--- src/rtl/snn_pkg.sv ---
// Shared definitions for the spiking-neuron datapath.
//   WIDTH       default membrane/activation width
//   lif_state_e neuron FSM states (INTEG integrates, REFRACT holds at zero)
//   sat_add     unsigned add clamped to a caller-supplied ceiling
package snn_pkg;

  localparam int WIDTH = 8;

  typedef enum logic {
    INTEG   = 1'b0,
    REFRACT = 1'b1
  } lif_state_e;

  // Operands are widened to 32 bits by the caller, so the raw sum cannot
  // overflow for any WIDTH below 31 and the clamp alone is enough.
  function automatic int unsigned sat_add(input int unsigned a,
                                          input int unsigned b,
                                          input int unsigned max_v);
    int unsigned s;
    s = a + b;
    return (s > max_v) ? max_v : s;
  endfunction

endpackage

--- src/rtl/lif_update.sv ---
// Combinational membrane update for the LIF neuron.
//   v_i    current membrane potential
//   act_i  synaptic activation to integrate
//   nxt_o  v - (v >> LEAK_SHIFT) + act, clamped to the all-ones value
module lif_update
  import snn_pkg::*;
#(
  parameter int WIDTH      = snn_pkg::WIDTH,
  parameter int LEAK_SHIFT = 3
) (
  input  logic [WIDTH-1:0] v_i,
  input  logic [WIDTH-1:0] act_i,
  output logic [WIDTH-1:0] nxt_o
);

  localparam int unsigned MAX_V = (2 ** WIDTH) - 1;

  logic [WIDTH-1:0] leaked;

  // The leak term is at most v itself, so this subtraction cannot underflow;
  // small potentials (below 2**LEAK_SHIFT) simply stop decaying.
  assign leaked = v_i - (v_i >> LEAK_SHIFT);

  assign nxt_o = WIDTH'(sat_add(32'(leaked), 32'(act_i), MAX_V));

endmodule

--- src/rtl/lif_neuron.sv ---
// Leaky integrate-and-fire neuron with refractory hold.
//   clk         rising-edge clock
//   reset       synchronous active-high reset, overrides enable
//   enable      advances the neuron; when low all state holds and post_spike is 0
//   activation  synaptic drive (bit 0 = MSB)
//   threshold   firing threshold (bit 0 = MSB), 0 disables firing
//   post_spike  registered one-cycle fire pulse
//   membrane    registered membrane potential (bit 0 = MSB)
//   refractory  high while the neuron is in its refractory hold
module lif_neuron
  import snn_pkg::*;
#(
  parameter int WIDTH          = snn_pkg::WIDTH,
  parameter int LEAK_SHIFT     = 3,
  parameter int REFRACT_CYCLES = 4
) (
  input  logic             clk,
  input  logic             reset,
  input  logic             enable,
  input  logic [0:WIDTH-1] activation,
  input  logic [0:WIDTH-1] threshold,
  output logic             post_spike,
  output logic [0:WIDTH-1] membrane,
  output logic             refractory
);

  // A zero-cycle build still needs a legal one-bit counter.
  localparam int CNT_W = (REFRACT_CYCLES > 0) ? $clog2(REFRACT_CYCLES + 1) : 1;

  lif_state_e       state_q, state_d;
  logic [CNT_W-1:0] cnt_q, cnt_d;
  logic [WIDTH-1:0] membrane_q, membrane_d;
  logic             spike_q, spike_d;

  // Descending copies so all arithmetic uses conventional MSB-left vectors;
  // bit 0 of the ascending ports is still the MSB, so values are unchanged.
  logic [WIDTH-1:0] act_w, thr_w, nxt_w;
  assign act_w = activation;
  assign thr_w = threshold;

  lif_update #(
    .WIDTH     (WIDTH),
    .LEAK_SHIFT(LEAK_SHIFT)
  ) u_update (
    .v_i  (membrane_q),
    .act_i(act_w),
    .nxt_o(nxt_w)
  );

  always_comb begin
    state_d    = state_q;
    cnt_d      = cnt_q;
    membrane_d = membrane_q;
    spike_d    = 1'b0;
    if (enable) begin
      unique case (state_q)
        INTEG: begin
          if ((thr_w != '0) && (nxt_w >= thr_w)) begin
            membrane_d = '0;
            spike_d    = 1'b1;
            if (REFRACT_CYCLES > 0) begin
              cnt_d   = CNT_W'(REFRACT_CYCLES);
              state_d = REFRACT;
            end
          end else begin
            membrane_d = nxt_w;
          end
        end
        REFRACT: begin
          // Activation is ignored; the last counted edge returns to INTEG so
          // integration resumes on the next enabled edge.
          membrane_d = '0;
          cnt_d      = cnt_q - CNT_W'(1);
          if (cnt_q == CNT_W'(1)) begin
            state_d = INTEG;
          end
        end
        default: state_d = INTEG;
      endcase
    end
  end

  always_ff @(posedge clk) begin
    if (reset) begin
      state_q    <= INTEG;
      cnt_q      <= '0;
      membrane_q <= '0;
      spike_q    <= 1'b0;
    end else begin
      state_q    <= state_d;
      cnt_q      <= cnt_d;
      membrane_q <= membrane_d;
      spike_q    <= spike_d;
    end
  end

  assign post_spike = spike_q;
  assign membrane   = membrane_q;
  assign refractory = (state_q == REFRACT);

endmodule

--- config.mk ---
export PLATFORM = sky130hd
export DESIGN_NAME = lif_neuron
export DESIGN_NICKNAME = d
export VERILOG_FILES = /design/src/rtl/snn_pkg.sv /design/src/rtl/lif_update.sv /design/src/rtl/lif_neuron.sv
export SDC_FILE = /design/constraint.sdc
export NUM_CORES = 1
export LEC_CHECK = 0
export ABC_AREA = 1
export CAP_MARGIN = 20
export CORE_MARGIN = 2
export CORE_UTILIZATION = 58
export CTS_BUF_LIST = sky130_fd_sc_hd__clkbuf_2 sky130_fd_sc_hd__clkbuf_4 sky130_fd_sc_hd__clkbuf_8
export DETAILED_ROUTE_END_ITERATION = 8
export PLACE_DENSITY = 0.85
export SLEW_MARGIN = 10
export SYNTH_ARGS = -nofsm -noshare
export SYNTH_HDL_FRONTEND = slang
export SYNTH_SLANG_ARGS = --single-unit
--- constraint.sdc ---
create_clock -name clk -period 10 [get_ports clk]
set_clock_uncertainty 0.1 [all_clocks]
set_input_delay 2 -clock clk [delete_from_list [all_inputs] [get_ports clk]]
set_output_delay 2 -clock clk [all_outputs]
set_load 0.005 [all_outputs]
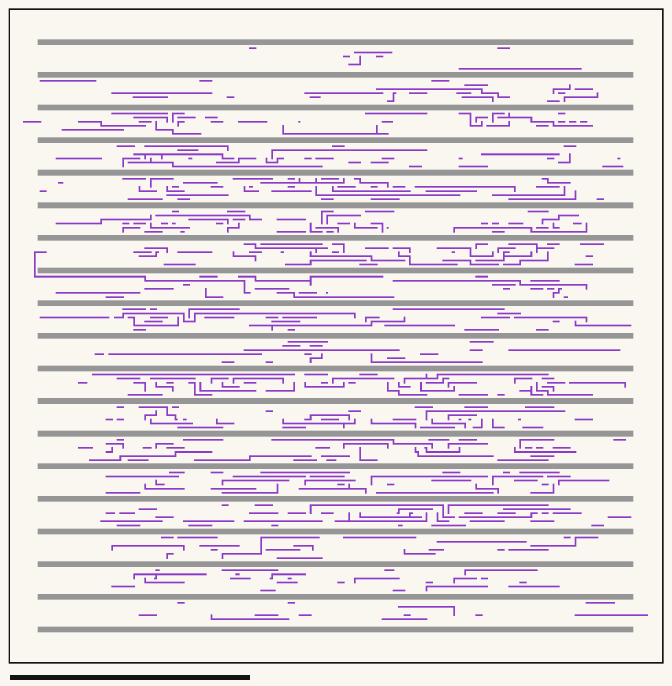
*Metal 1, run 1*
The bar under the picture is 20 um long. Supply wires on this layer in grey.
main direction: horizontal
nets with wire on the layer: 265
wire length on this layer: 1370 um

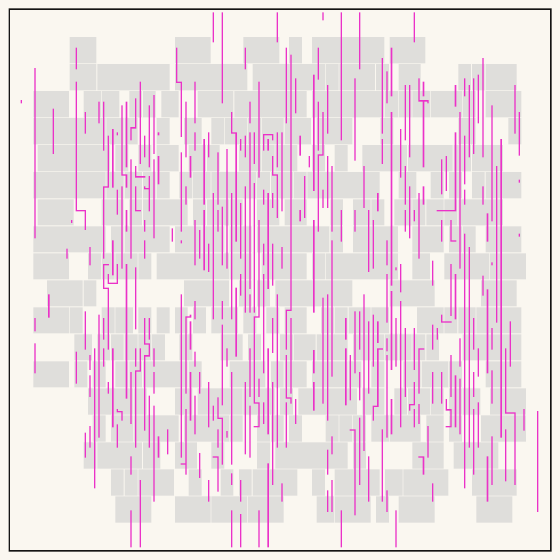
*The metal 2 layer, run 1*
Cells faint in the background.
nets with wire on the layer: 229
wire length on this layer: 1590 um
share of all routed wire: 50%
main direction: vertical

==> results.txt, run 1 <==
The following summarizes the physical implementation.

Cells and area
After filler insertion, the fill cell instance count of the layout stands at 207. The fraction of final layout cells with drive strength greater than 1 is 0.0854. Per the run report, area growth between synthesis and finish was 22.5%. The antenna diode count is 0.

Setup path
The data arrival time reported for the critical path is 4.98 ns. Grouping stages by cell kind, the critical path spends the most delay in simple AND/OR/NAND/NOR gates. The critical path class is in -> reg. The maximum fanout count along the critical path is 13. The delay of the slowest critical-path stage is 0.46 ns. The required time at the worst endpoint is listed as 10.11 ns. The kind of start point of the critical path is a primary input.

The logic depth of the worst register-to-register path is 22. The critical path crosses 16 cells after its start point. The worst register-to-register path has a setup slack of 5.69 ns.

Synth
The synthesis report gives the async set-or-reset register share as 0. The synthesized instance count is 217. The total cells reported by yosys after synthesis is about 220. The top cell type by total area after synthesis is sky130_fd_sc_hd__ha_1.

Routing
The remaining number of nets flagged by the antenna check after routing is 0. Wires add up to 3.17 mm.

Timing
The period utilization is 0.487. The final-report hold violation count is 0. The tightest hold margin is 0.385 ns. Static timing analysis puts the maximum clock frequency at around 200 MHz. The total negative slack for setup checks is 0 ns. The final timing report counts setup violations totalling 0. Looking at the max-slew report, the worst-margin pin has a slew of 0.424 ns. Pins over their slew limit in the final report were tallied at 0.

Setup repair after global routing left no endpoint under its margin.

Floorplan
For this configuration, the core starts out at a cell density of 0.605. The top-level port count is 29. The number of cell rows is 18. The core area is 0.00243 mm^2.

Clocking
The total setup buffers inserted after CTS is 0. The clock root buffer is sky130_fd_sc_hd__clkbuf_4. The number of levels in the clock H-tree is 1.

On the reported timing paths, the clock transition at the registers reads around 0.070 ns. The report lists the number of cells resized after CTS as 0.

Hold path
For hold timing, the worst endpoint is cnt_q[0]$_SDFFE_PP0P_.

GRT
The aggregate global routing overflow is 0. Entering global routing, the biggest net connects 15 pins. The total global-route track usage is 0.241. The via count of the first global-routing pass is between 1000 and 1500.

Run status
The flow ran to the end, and the final reports show no timing, DRC or antenna violations.

Job
The stage logs contain a warning count of 28.

Placed design
The half-perimeter wire length of the detailed placement result is approximately 2.6 mm.

Pwr
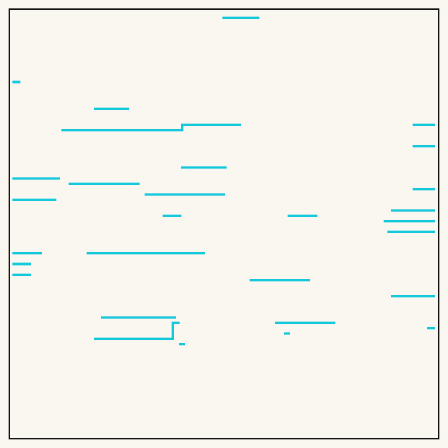
*The metal 3 layer, run 1*
main direction: horizontal
share of all routed wire: 5.1%
wire length on this layer: 163 um
nets with wire on the layer: 25

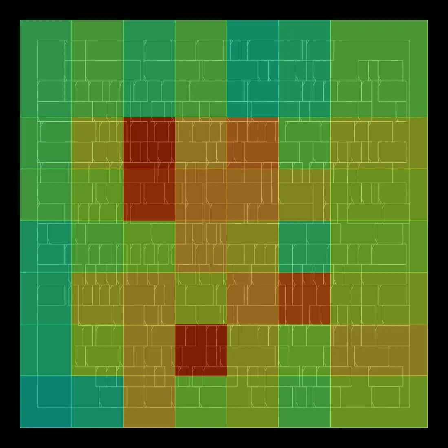
*Routing congestion, run 1*
layer with the highest usage after global routing: met2
met1 layer usage reported by global route: 0.266
average wire length per cell after detail routing: 11.5 um

-- run 1: per-layer routing --
metal	routed length [um]	vias up	track usage	share of wire
met3	163	6	0.0628	0.051
met2	1590	38	0.440	0.50
met1	1370	635	0.266	0.43
met5	0	-	0	0
li1	-	759	-	-
met4	53	0	0.0833	0.017
-- run 1: sequential cells by signal, indices dropped and copies added (netlist names) --
signal / cells
cnt_q: 3
membrane: 8
post_spike: 1
refractory: 1
-- run 1: stage by stage --
step	area (um^2)	worst slack, ns	utilization	std cells
6_report	1800	5.13	0.741	276
5_1_grt	1800	4.93	0.741	276
4_1_cts	1800	5.15	0.741	276
3_5_place_dp	1770	4.85	0.729	272
3_3_place_gp	1770	4.97	0.729	272
2_1_floorplan	1470	5.63	-	217
-- run 1: logic make-up (layout without fill, tap and decap cells) --
| logic type | Yosys count | after routing | synth area share |
|---|---|---|---|
| and+or+nand+nor | 108 | 108 | 0.335 |
| buffers and inverters | 41 | 70 | 0.108 |
| adders and majority gates | 26 | 26 | 0.231 |
| AOI/OAI and AO/OA | 23 | 23 | 0.113 |
| DFF | 13 | 13 | 0.177 |
| xor gates and xnor gates | 6 | 6 | 0.0357 |
-- run 1: worst max-delay path by stage --
stage | from | endpoint | slack [ns]
after floorplan | activation[7] | membrane[3]$_SDFFE_PP0P_ | 5.63
after global placement | activation[7] | cnt_q[2]$_SDFFE_PP0P_ | 4.97
after detailed placement | activation[7] | cnt_q[2]$_SDFFE_PP0P_ | 4.85
after CTS | activation[7] | cnt_q[2]$_SDFFE_PP0P_ | 5.15
after global routing | activation[7] | cnt_q[2]$_SDFFE_PP0P_ | 4.93
final | activation[7] | cnt_q[2]$_SDFFE_PP0P_ | 5.13
-- run 1: area by class of cell --
| class | instances | area (um^2) | share of cell area |
|---|---|---|---|
| Sequential cell | 13 | 260 | 0.144 |
| Inverter | 38 | 143 | 0.0791 |
| Multi-Input combinational cell | 163 | 1050 | 0.584 |
| Timing Repair Buffer | 28 | 280 | 0.155 |
| Tap cell | 30 | 37.5 | 0.0208 |
| Clock buffer | 4 | 30.0 | 0.0167 |
## Run 2: what changed since run 1
Settings changed: CORE_UTILIZATION 58 to 48, PLACE_DENSITY 0.85 to 0.75.
Clock period 10 ns to 4.1 ns, I/O delays scaled along.
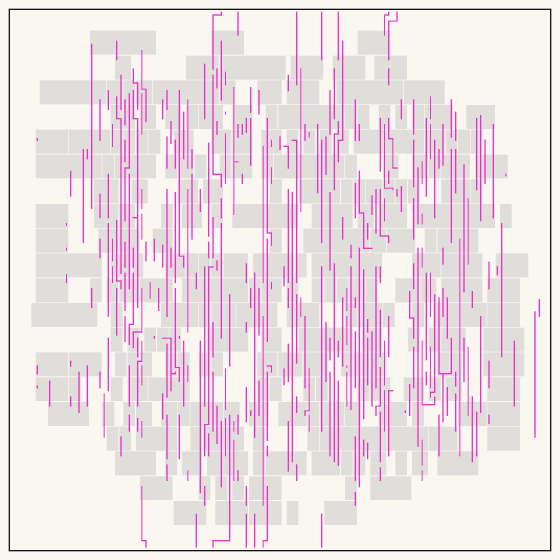
*The metal 2 layer, run 2*
Cells faint in the background.
longest straight run: 29.6 um
share of all routed wire: 49%
wire length on this layer: 1660 um
nets with wire on the layer: 240

==> run 2 against run 1 <==
Compared with the run above:
- count of clock-buffer cells in the layout unchanged
- non-clock buffer count up 4
- global-route usage down 3.0 points
- via count increased by 0.97%
- utilization is 11 points lower
- die area increased by 19%
- register-to-register slack worse by 5.4 ns
- final area up 4.6%
- highest routed layer unchanged
==> results.txt, run 2 <==
The following summarizes the physical implementation.

Run status
The run finished with clean final reports.

Setup path
The kind of start point of the critical path is a flip-flop. The logic depth of the worst register-to-register path came to 23 (+4.5%). The required time of the critical path is 4.22 ns (-5.89 ns).

Placed design
The area after detailed placement was 0.00178 mm^2 (+0.64%). The pre-CTS worst setup slack is -0.117 ns (-4.97 ns). The cell count after placement came to 276 (+1.5%).

Timing
The slew of the pin with the lowest slew margin is 0.413 ns (-0.0111 ns). The total negative slack for setup checks is 0 ns (unchanged). The setup slack after layout is 0.323 ns (-4.81 ns). The achievable frequency is 265 MHz.

Clocking
CTS placed an instance of sky130_fd_sc_hd__clkbuf_4 at the clock tree root. The clock-pin slew on the worst setup and hold paths came to 0.08 ns (about the same). The number of levels in the clock H-tree came to 1 (unchanged). The number of gates resized after cts is 1 (+1).

Cells and area
The number of filler instances in the final layout was 278 (+34%). The fraction of final layout cells with drive strength greater than 1 is 0.143 (+0.0581). The share of the core filled with cells in the final layout came to 0.633 (-0.108). The area growth from synthesis to layout is 28.1%.

Synth
The total cells reported by yosys after synthesis came to 217 (unchanged). The share of async-settable or async-resettable flops after synthesis was 0 (unchanged). The post-synthesis cell count is 217 (unchanged). The adder and majority cell fraction of the synthesized area is 0.231 (unchanged). Yosys shows that the main logic family after synthesis is simple AND/OR/NAND/NOR gates. The xor-xnor portion of the synthesized cell area is 0.0357 (unchanged).

Routing
The remaining number of nets flagged by the antenna check after routing is 0 (unchanged). The met3 wire length is 138 um (-15%). The total routed wire length on the met1 layer was 1.56 mm (+14%).

GRT
The total global-route track usage came to 0.211 (-0.0299). The via count of the first global-routing pass is 1343 (+3.3%).

Floorplan
The effective utilization at floorplan is 0.494 (-0.111). The number of cell rows was 20 (+2).
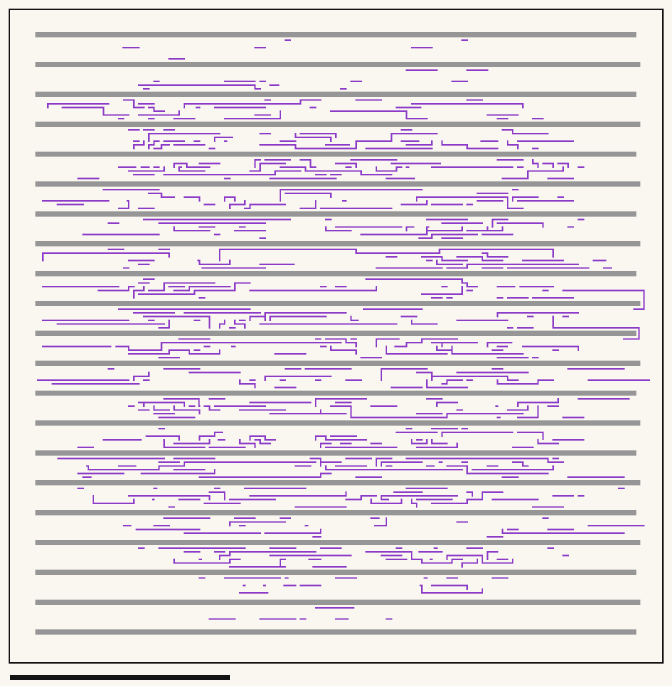
*Metal 1, run 2*
The bar under the picture is 20 um long. Supply wires on this layer in grey.
share of all routed wire: 46%
nets with wire on the layer: 271
longest straight run: 16.3 um
main direction: horizontal
wire length on this layer: 1560 um

run 2: cell types whose count changed in the layout (fill, tap and decap cells not counted), moves of 2 or more:
| cell | delta |
|---|---|
| sky130_fd_sc_hd__dfxtp_1 | -2 |
| sky130_fd_sc_hd__a21oi_2 | +4 |
| sky130_fd_sc_hd__dfxtp_2 | +2 |
| sky130_fd_sc_hd__buf_4 | +4 |
| sky130_fd_sc_hd__a21oi_1 | -4 |
| sky130_fd_sc_hd__o21ai_1 | +2 |
| sky130_fd_sc_hd__o21ai_0 | -2 |
run 2: worst max-delay path, cell delays in order, from the launching register on:
cell	delay (ns)
sky130_fd_sc_hd__dfxtp_1	0.32
sky130_fd_sc_hd__inv_1	0.08
sky130_fd_sc_hd__ha_1	0.14
sky130_fd_sc_hd__inv_1	0.06
sky130_fd_sc_hd__fa_1	0.40
sky130_fd_sc_hd__a21oi_1	0.16
sky130_fd_sc_hd__o21ai_1	0.12
sky130_fd_sc_hd__nand2_1	0.08
sky130_fd_sc_hd__nand2_1	0.06
sky130_fd_sc_hd__xor2_1	0.14
sky130_fd_sc_hd__ha_1	0.35
sky130_fd_sc_hd__nand2_1	0.10
sky130_fd_sc_hd__o21ai_1	0.11
sky130_fd_sc_hd__a21oi_4	0.23
sky130_fd_sc_hd__nand2_1	0.13
sky130_fd_sc_hd__ha_1	0.29
sky130_fd_sc_hd__nand2_1	0.06
sky130_fd_sc_hd__nor2_1	0.16
sky130_fd_sc_hd__nand4_1	0.13
sky130_fd_sc_hd__nand3_2	0.14
sky130_fd_sc_hd__nand2_4	0.09
sky130_fd_sc_hd__nand2_1	0.10
sky130_fd_sc_hd__nand2_1	0.06
sky130_fd_sc_hd__a21oi_1	0.11
run 2: metal layers:
metal	global-route usage	vias to the layer above
met3	0.0393	2
met4	0.0422	0
li1	-	775
met5	0	-
met1	0.286	647
met2	0.349	28
run 2: worst max-delay path by stage:
stage	start	to	cells past startpoint
4_1_cts	membrane[2]$_SDFFE_PP0P_	cnt_q[2]$_SDFFE_PP0P_	25
3_5_place_dp	membrane[2]$_SDFFE_PP0P_	cnt_q[2]$_SDFFE_PP0P_	24
6_report	membrane[7]$_SDFFE_PP0P_	cnt_q[2]$_SDFFE_PP0P_	23
3_3_place_gp	membrane[2]$_SDFFE_PP0P_	cnt_q[2]$_SDFFE_PP0P_	24
5_1_grt	membrane[7]$_SDFFE_PP0P_	cnt_q[2]$_SDFFE_PP0P_	23
2_1_floorplan	membrane[2]$_SDFFE_PP0P_	membrane[3]$_SDFFE_PP0P_	23
run 2: layout make-up:
cell class | instances | area, um^2 | share of cell area
multi-input combinational | 164 | 1100 | 0.583
timing repair buffer | 32 | 310 | 0.165
sequential | 13 | 263 | 0.139
inverter | 38 | 143 | 0.0756
tap | 33 | 41.3 | 0.0219
clock buffer | 4 | 30.0 | 0.0159
With no activity given, the tool overestimates toggling in this design, so its power and IR-drop figures are unreliable.
